File: src/rtl/mem_client_arbiter_pkg.sv
// rtl/mem_client_arbiter_pkg.sv - shared command encodings and width helpers
package mem_client_arbiter_pkg;

    localparam int TX_CMD_BITS = 4;

    typedef enum logic [TX_CMD_BITS-1:0] {
        TX_HEADER_IDLE     = 4'h0,
        TX_HEADER_READ_16  = 4'h1,
        TX_HEADER_WRITE_16 = 4'h2
    } tx_header_e;

    // Client-ID width; never zero so a 1-client build still has a legal vector.
    function automatic int mem_id_w(input int num_clients);
        return (num_clients > 2) ? $clog2(num_clients) : 1;
    endfunction

endpackage

File: src/rtl/mem_client_arbiter_fifo.sv
// rtl/mem_client_arbiter_fifo.sv - reply-owner FIFO, any depth, push allowed on a full pop
module mem_client_arbiter_fifo
    import mem_client_arbiter_pkg::*;
#(
    parameter int BITS   = 2,
    parameter int DEPTH  = 7,
    localparam int PTR_W = (DEPTH > 1) ? $clog2(DEPTH) : 1,
    localparam int CNT_W = $clog2(DEPTH + 1)
) (
    input  logic             clk,
    input  logic             reset,
    input  logic             push,
    input  logic [BITS-1:0]  din,
    input  logic             pop,
    output logic [BITS-1:0]  dout,
    output logic             empty,
    output logic             full,
    output logic [CNT_W-1:0] count
);

    logic [BITS-1:0]  mem [DEPTH];
    logic [PTR_W-1:0] wr_ptr;
    logic [PTR_W-1:0] rd_ptr;
    logic             do_push;
    logic             do_pop;

    function automatic logic [PTR_W-1:0] bump(input logic [PTR_W-1:0] p);
        return (p == PTR_W'(DEPTH - 1)) ? '0 : p + 1'b1;
    endfunction

    assign empty   = (count == '0);
    assign full    = (count == CNT_W'(DEPTH));
    assign do_pop  = pop && !empty;
    assign do_push = push && (!full || do_pop);
    assign dout    = mem[rd_ptr];

    always_ff @(posedge clk) begin
        if (reset) begin
            wr_ptr <= '0;
            rd_ptr <= '0;
            count  <= '0;
        end else begin
            if (do_push) wr_ptr <= bump(wr_ptr);
            if (do_pop)  rd_ptr <= bump(rd_ptr);
            if (do_push && !do_pop)      count <= count + 1'b1;
            else if (do_pop && !do_push) count <= count - 1'b1;
        end
    end

    always_ff @(posedge clk) begin
        if (do_push) mem[wr_ptr] <= din;
    end

endmodule

File: src/rtl/mem_client_arbiter.sv
// rtl/mem_client_arbiter.sv - N-client TX ownership arbiter and RX reply router
module mem_client_arbiter
    import mem_client_arbiter_pkg::*;
#(
    parameter int NUM_CLIENTS     = 2,
    parameter int IO_BITS         = 2,
    parameter int CMD_BITS        = TX_CMD_BITS,
    parameter int MAX_OUTSTANDING = 7,
    parameter int DEFAULT_OWNER   = 0,
    parameter int ROUND_ROBIN     = 0,
    localparam int ID_W           = mem_id_w(NUM_CLIENTS),
    localparam int OCC_W          = $clog2(MAX_OUTSTANDING + 1)
) (
    input  logic                            clk,
    input  logic                            reset,
    input  logic [NUM_CLIENTS-1:0]          cl_want,
    input  logic [NUM_CLIENTS-1:0]          cl_cmd_valid,
    input  logic [NUM_CLIENTS*CMD_BITS-1:0] cl_cmd,
    input  logic [NUM_CLIENTS*IO_BITS-1:0]  cl_data,
    input  logic [NUM_CLIENTS-1:0]          cl_reply_wanted,
    input  logic [NUM_CLIENTS-1:0]          cl_reserve,
    output logic                            tx_command_valid,
    output logic [CMD_BITS-1:0]             tx_command,
    output logic [IO_BITS-1:0]              tx_data,
    input  logic                            tx_command_started,
    input  logic                            tx_active,
    input  logic                            tx_data_next,
    input  logic                            tx_done,
    input  logic                            rx_started,
    input  logic                            rx_active,
    input  logic                            rx_sbs_valid,
    input  logic                            rx_data_valid,
    input  logic                            rx_done,
    output logic [NUM_CLIENTS-1:0]          cl_tx_started,
    output logic [NUM_CLIENTS-1:0]          cl_tx_active,
    output logic [NUM_CLIENTS-1:0]          cl_tx_data_next,
    output logic [NUM_CLIENTS-1:0]          cl_tx_done,
    output logic [NUM_CLIENTS-1:0]          cl_rx_started,
    output logic [NUM_CLIENTS-1:0]          cl_rx_active,
    output logic [NUM_CLIENTS-1:0]          cl_rx_sbs_valid,
    output logic [NUM_CLIENTS-1:0]          cl_rx_data_valid,
    output logic [NUM_CLIENTS-1:0]          cl_rx_done,
    output logic [ID_W-1:0]                 owner_id,
    output logic [OCC_W-1:0]                outstanding,
    output logic                            fifo_full,
    output logic                            rx_orphan
);

    localparam int ENTRY_W = 1 + ID_W;

    logic [ID_W-1:0]        owner_q;
    logic [ID_W-1:0]        rr_ptr;
    logic [ID_W-1:0]        pick;
    logic [NUM_CLIENTS-1:0] req;
    logic [NUM_CLIENTS-1:0] owner_onehot;
    logic [NUM_CLIENTS-1:0] reply_onehot;
    logic [ENTRY_W-1:0]     push_entry;
    logic [ENTRY_W-1:0]     head_entry;
    logic [ID_W-1:0]        head_id;
    logic                   head_v;
    logic                   fifo_push;
    logic                   fifo_empty;
    logic                   rx_any;

    function automatic logic [ID_W-1:0] rr_index(input logic [ID_W-1:0] base, input int offset);
        int sum;
        sum = int'(base) + offset;
        if (sum >= NUM_CLIENTS) sum = sum - NUM_CLIENTS;
        return ID_W'(sum);
    endfunction

    assign req = cl_want | cl_cmd_valid;

    always_comb begin
        pick = ID_W'(DEFAULT_OWNER);
        if (cl_reserve[owner_q]) begin
            pick = owner_q;
        end else if (ROUND_ROBIN != 0) begin
            // Scan downward so the nearest requester at or after rr_ptr is the last to land.
            for (int k = NUM_CLIENTS - 1; k >= 0; k--) begin
                if (req[rr_index(rr_ptr, k)]) pick = rr_index(rr_ptr, k);
            end
        end else begin
            for (int i = 0; i < NUM_CLIENTS; i++) begin
                if (req[ID_W'(i)]) pick = ID_W'(i);
            end
        end
    end

    assign owner_id         = tx_active ? owner_q : pick;
    assign tx_command       = cl_cmd[int'(owner_id)*CMD_BITS +: CMD_BITS];
    assign tx_data          = cl_data[int'(owner_id)*IO_BITS +: IO_BITS];
    assign tx_command_valid = !reset && cl_cmd_valid[owner_id] && !fifo_full;

    assign owner_onehot    = reset ? '0 : (NUM_CLIENTS'(1) << owner_id);
    assign cl_tx_started   = {NUM_CLIENTS{tx_command_started}} & owner_onehot;
    assign cl_tx_active    = {NUM_CLIENTS{tx_active}}          & owner_onehot;
    assign cl_tx_data_next = {NUM_CLIENTS{tx_data_next}}       & owner_onehot;
    assign cl_tx_done      = {NUM_CLIENTS{tx_done}}            & owner_onehot;

    // Only reads produce a reply; writes leave the FIFO untouched.
    assign fifo_push  = tx_command_started && (tx_command == CMD_BITS'(TX_HEADER_READ_16));
    assign push_entry = {cl_reply_wanted[owner_id], owner_id};
    assign {head_v, head_id} = head_entry;
    assign rx_any = rx_started | rx_active | rx_sbs_valid | rx_data_valid | rx_done;

    assign reply_onehot     = (!reset && !fifo_empty && head_v) ? (NUM_CLIENTS'(1) << head_id) : '0;
    assign cl_rx_started    = {NUM_CLIENTS{rx_started}}    & reply_onehot;
    assign cl_rx_active     = {NUM_CLIENTS{rx_active}}     & reply_onehot;
    assign cl_rx_sbs_valid  = {NUM_CLIENTS{rx_sbs_valid}}  & reply_onehot;
    assign cl_rx_data_valid = {NUM_CLIENTS{rx_data_valid}} & reply_onehot;
    assign cl_rx_done       = {NUM_CLIENTS{rx_done}}       & reply_onehot;

    mem_client_arbiter_fifo #(
        .BITS  (ENTRY_W),
        .DEPTH (MAX_OUTSTANDING)
    ) u_reply_fifo (
        .clk   (clk),
        .reset (reset),
        .push  (fifo_push),
        .din   (push_entry),
        .pop   (rx_done),
        .dout  (head_entry),
        .empty (fifo_empty),
        .full  (fifo_full),
        .count (outstanding)
    );

    always_ff @(posedge clk) begin
        if (reset) begin
            owner_q   <= ID_W'(DEFAULT_OWNER);
            rr_ptr    <= '0;
            rx_orphan <= 1'b0;
        end else begin
            if (!tx_active)              owner_q   <= pick;
            if (tx_command_started)      rr_ptr    <= rr_index(owner_id, 1);
            if (rx_any && fifo_empty)    rx_orphan <= 1'b1;
        end
    end

endmodule
File: config.mk
export PLATFORM = sky130hd
export DESIGN_NAME = mem_client_arbiter
export DESIGN_NICKNAME = d
export VERILOG_FILES = /design/src/rtl/mem_client_arbiter_pkg.sv /design/src/rtl/mem_client_arbiter_fifo.sv /design/src/rtl/mem_client_arbiter.sv
export SDC_FILE = /design/constraint.sdc
export NUM_CORES = 1
export LEC_CHECK = 0
export ABC_AREA = 1
export CAP_MARGIN = 25
export CORE_UTILIZATION = 40
export CTS_BUF_LIST = sky130_fd_sc_hd__clkbuf_4 sky130_fd_sc_hd__clkbuf_8
export CTS_CLUSTER_SIZE = 40
export DETAILED_ROUTE_END_ITERATION = 8
export GPL_ROUTABILITY_DRIVEN = 0
export PLACE_DENSITY = 0.83
export SYNTH_ARGS = -nofsm -noshare
export SYNTH_HDL_FRONTEND = slang
export SYNTH_HIERARCHICAL = 1
export SYNTH_SLANG_ARGS = --single-unit
File: constraint.sdc
create_clock -name clk -period 2.42 [get_ports clk]
set_input_delay 0.484 -clock clk [delete_from_list [all_inputs] [get_ports clk]]
set_output_delay 0.484 -clock clk [all_outputs]
set_load 0.05 [all_outputs]
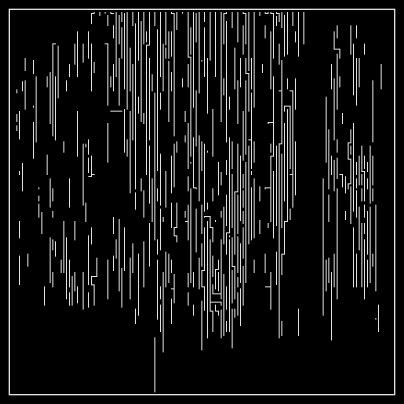
(images/layer_met2.png)
Scale: 6 px per um.
share of all routed wire: 55%
wire length on this layer: 2240 um

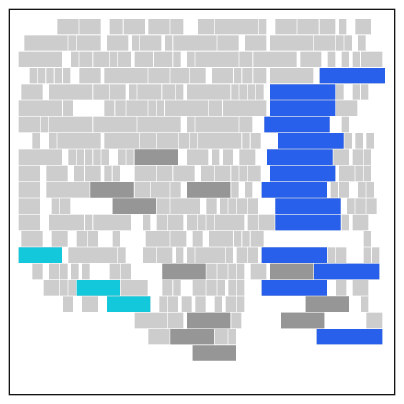
(images/flops_by_reg.png)
Scale: 6 px per um.
[blue] u_reply_fifo/mem | placed flops: 14
[cyan] u_reply_fifo/count | placed flops: 3

==> results.txt <==
Observations from the implementation run.

Synthesis:
- The run gives the Yosys chip area as 0.00154 mm2.
- The run gives the number of standard cells after synthesis as 202.
- Warnings reported by Yosys during synthesis add up to 6.
- The synthesized netlist devotes roughly 2.1% of its cell area to adder and majority cells.
- Per the synthesis report, the single largest cell type by area occupies 27.4% of cell area.
- The run puts the total of flip-flops plus latches after synthesis at 28.
- Per the synthesis report, the AND-OR/OR-AND share of the synthesized area is between 10% and 20%.
- After synthesis the cells add up to between 0.0015 and 0.002 mm2.

Drt:
- The run puts the number of search-and-repair iterations in the first detailed-routing pass at 4.
- The run puts the total number of vias at 1594.
- The wire length recorded after detailed routing is 4080 um.
- Signal routing reaches up to met4.
- The run puts the number of remaining DRC errors at 0.
- The run gives the ratio of routed vias to standard cells as 4.86.

Critical path:
- The launch point of the worst register-to-register path is recorded as owner_q.
- Per the OpenROAD timing report, the critical path contains 9 cells.
- The run puts the required time at the endpoint of the critical path at ~1900 ps.
- The run gives the reg-to-reg endpoint as u_reply_fifo/count[2].
- Per the timing report, the biggest fanout along the worst path comes to 8.
- Looking at the critical path, the single cell with the biggest stage delay is dfxtp_1.
- The run gives the largest stage delay on the critical path as 400 ps.

Finish:
- After layout the clock buffers and inverters come to 1.87% of cell area.
- The run gives the combined area of the multi-input logic cells as 704 um2.
- The run gives the final cell utilization of the core as 71.3%.
- The run gives the area growth from synthesis to layout as 69.8%.
- After layout, the buffer instance count without clock buffers stands at 76.
- In the final design, more cell area goes to non-clock buffers than to any other class.
- The layout report gives the multi-input gate share of total cell area as 27.0%.
- The run puts the number of standard cells in the layout, taps in and fillers out at 328.
- There are 28 flip-flops and latches.

Pwr:
- The run gives the largest vdd supply drop as about 0.55 mV.
- Summing internal, switching and leakage power gives 0.00150 W.
- The run puts the power dissipated in combinational cells at roughly 0.00067 W.
- The run gives the part of the power in registers as between 30 and 40%.
- Summed over the clock group, the power is 0.000259 W.
- The run puts the clock power share at 17.3%.
- Dividing total power by cell area gives a power density of 573 mW/mm2.

Global route:
- The run gives the global-route wire length before repair as 6370 um.
- For met3 alone, demand over resource in global routing was around 2.3%.
- The run gives the remaining global-route overflow as 0.

Placement:
- The run puts the placement-stage worst setup slack at -450 ps.

Clock network:
- The run gives the cts-stage hold buffer count as 0.
- The run gives the clock transition at the register clock pins on the worst setup and hold paths after CTS as roughly 90 ps.
- The run puts the maximum root-to-sink buffer count at 2.

Timing:
- The run puts the count of pins over their slew limit at 0.
- Post-route period utilization is reported as 96.7%.
- The run gives the setup slack after layout as 80.7 ps.

Job:
- The tool warning count for the run is 30.

Outcome:
- The run finished with clean final reports.

Floorplan:
- The run puts the number of placement rows at 22.
Power figures rest on the tool's default switching activity, not on a simulated workload.
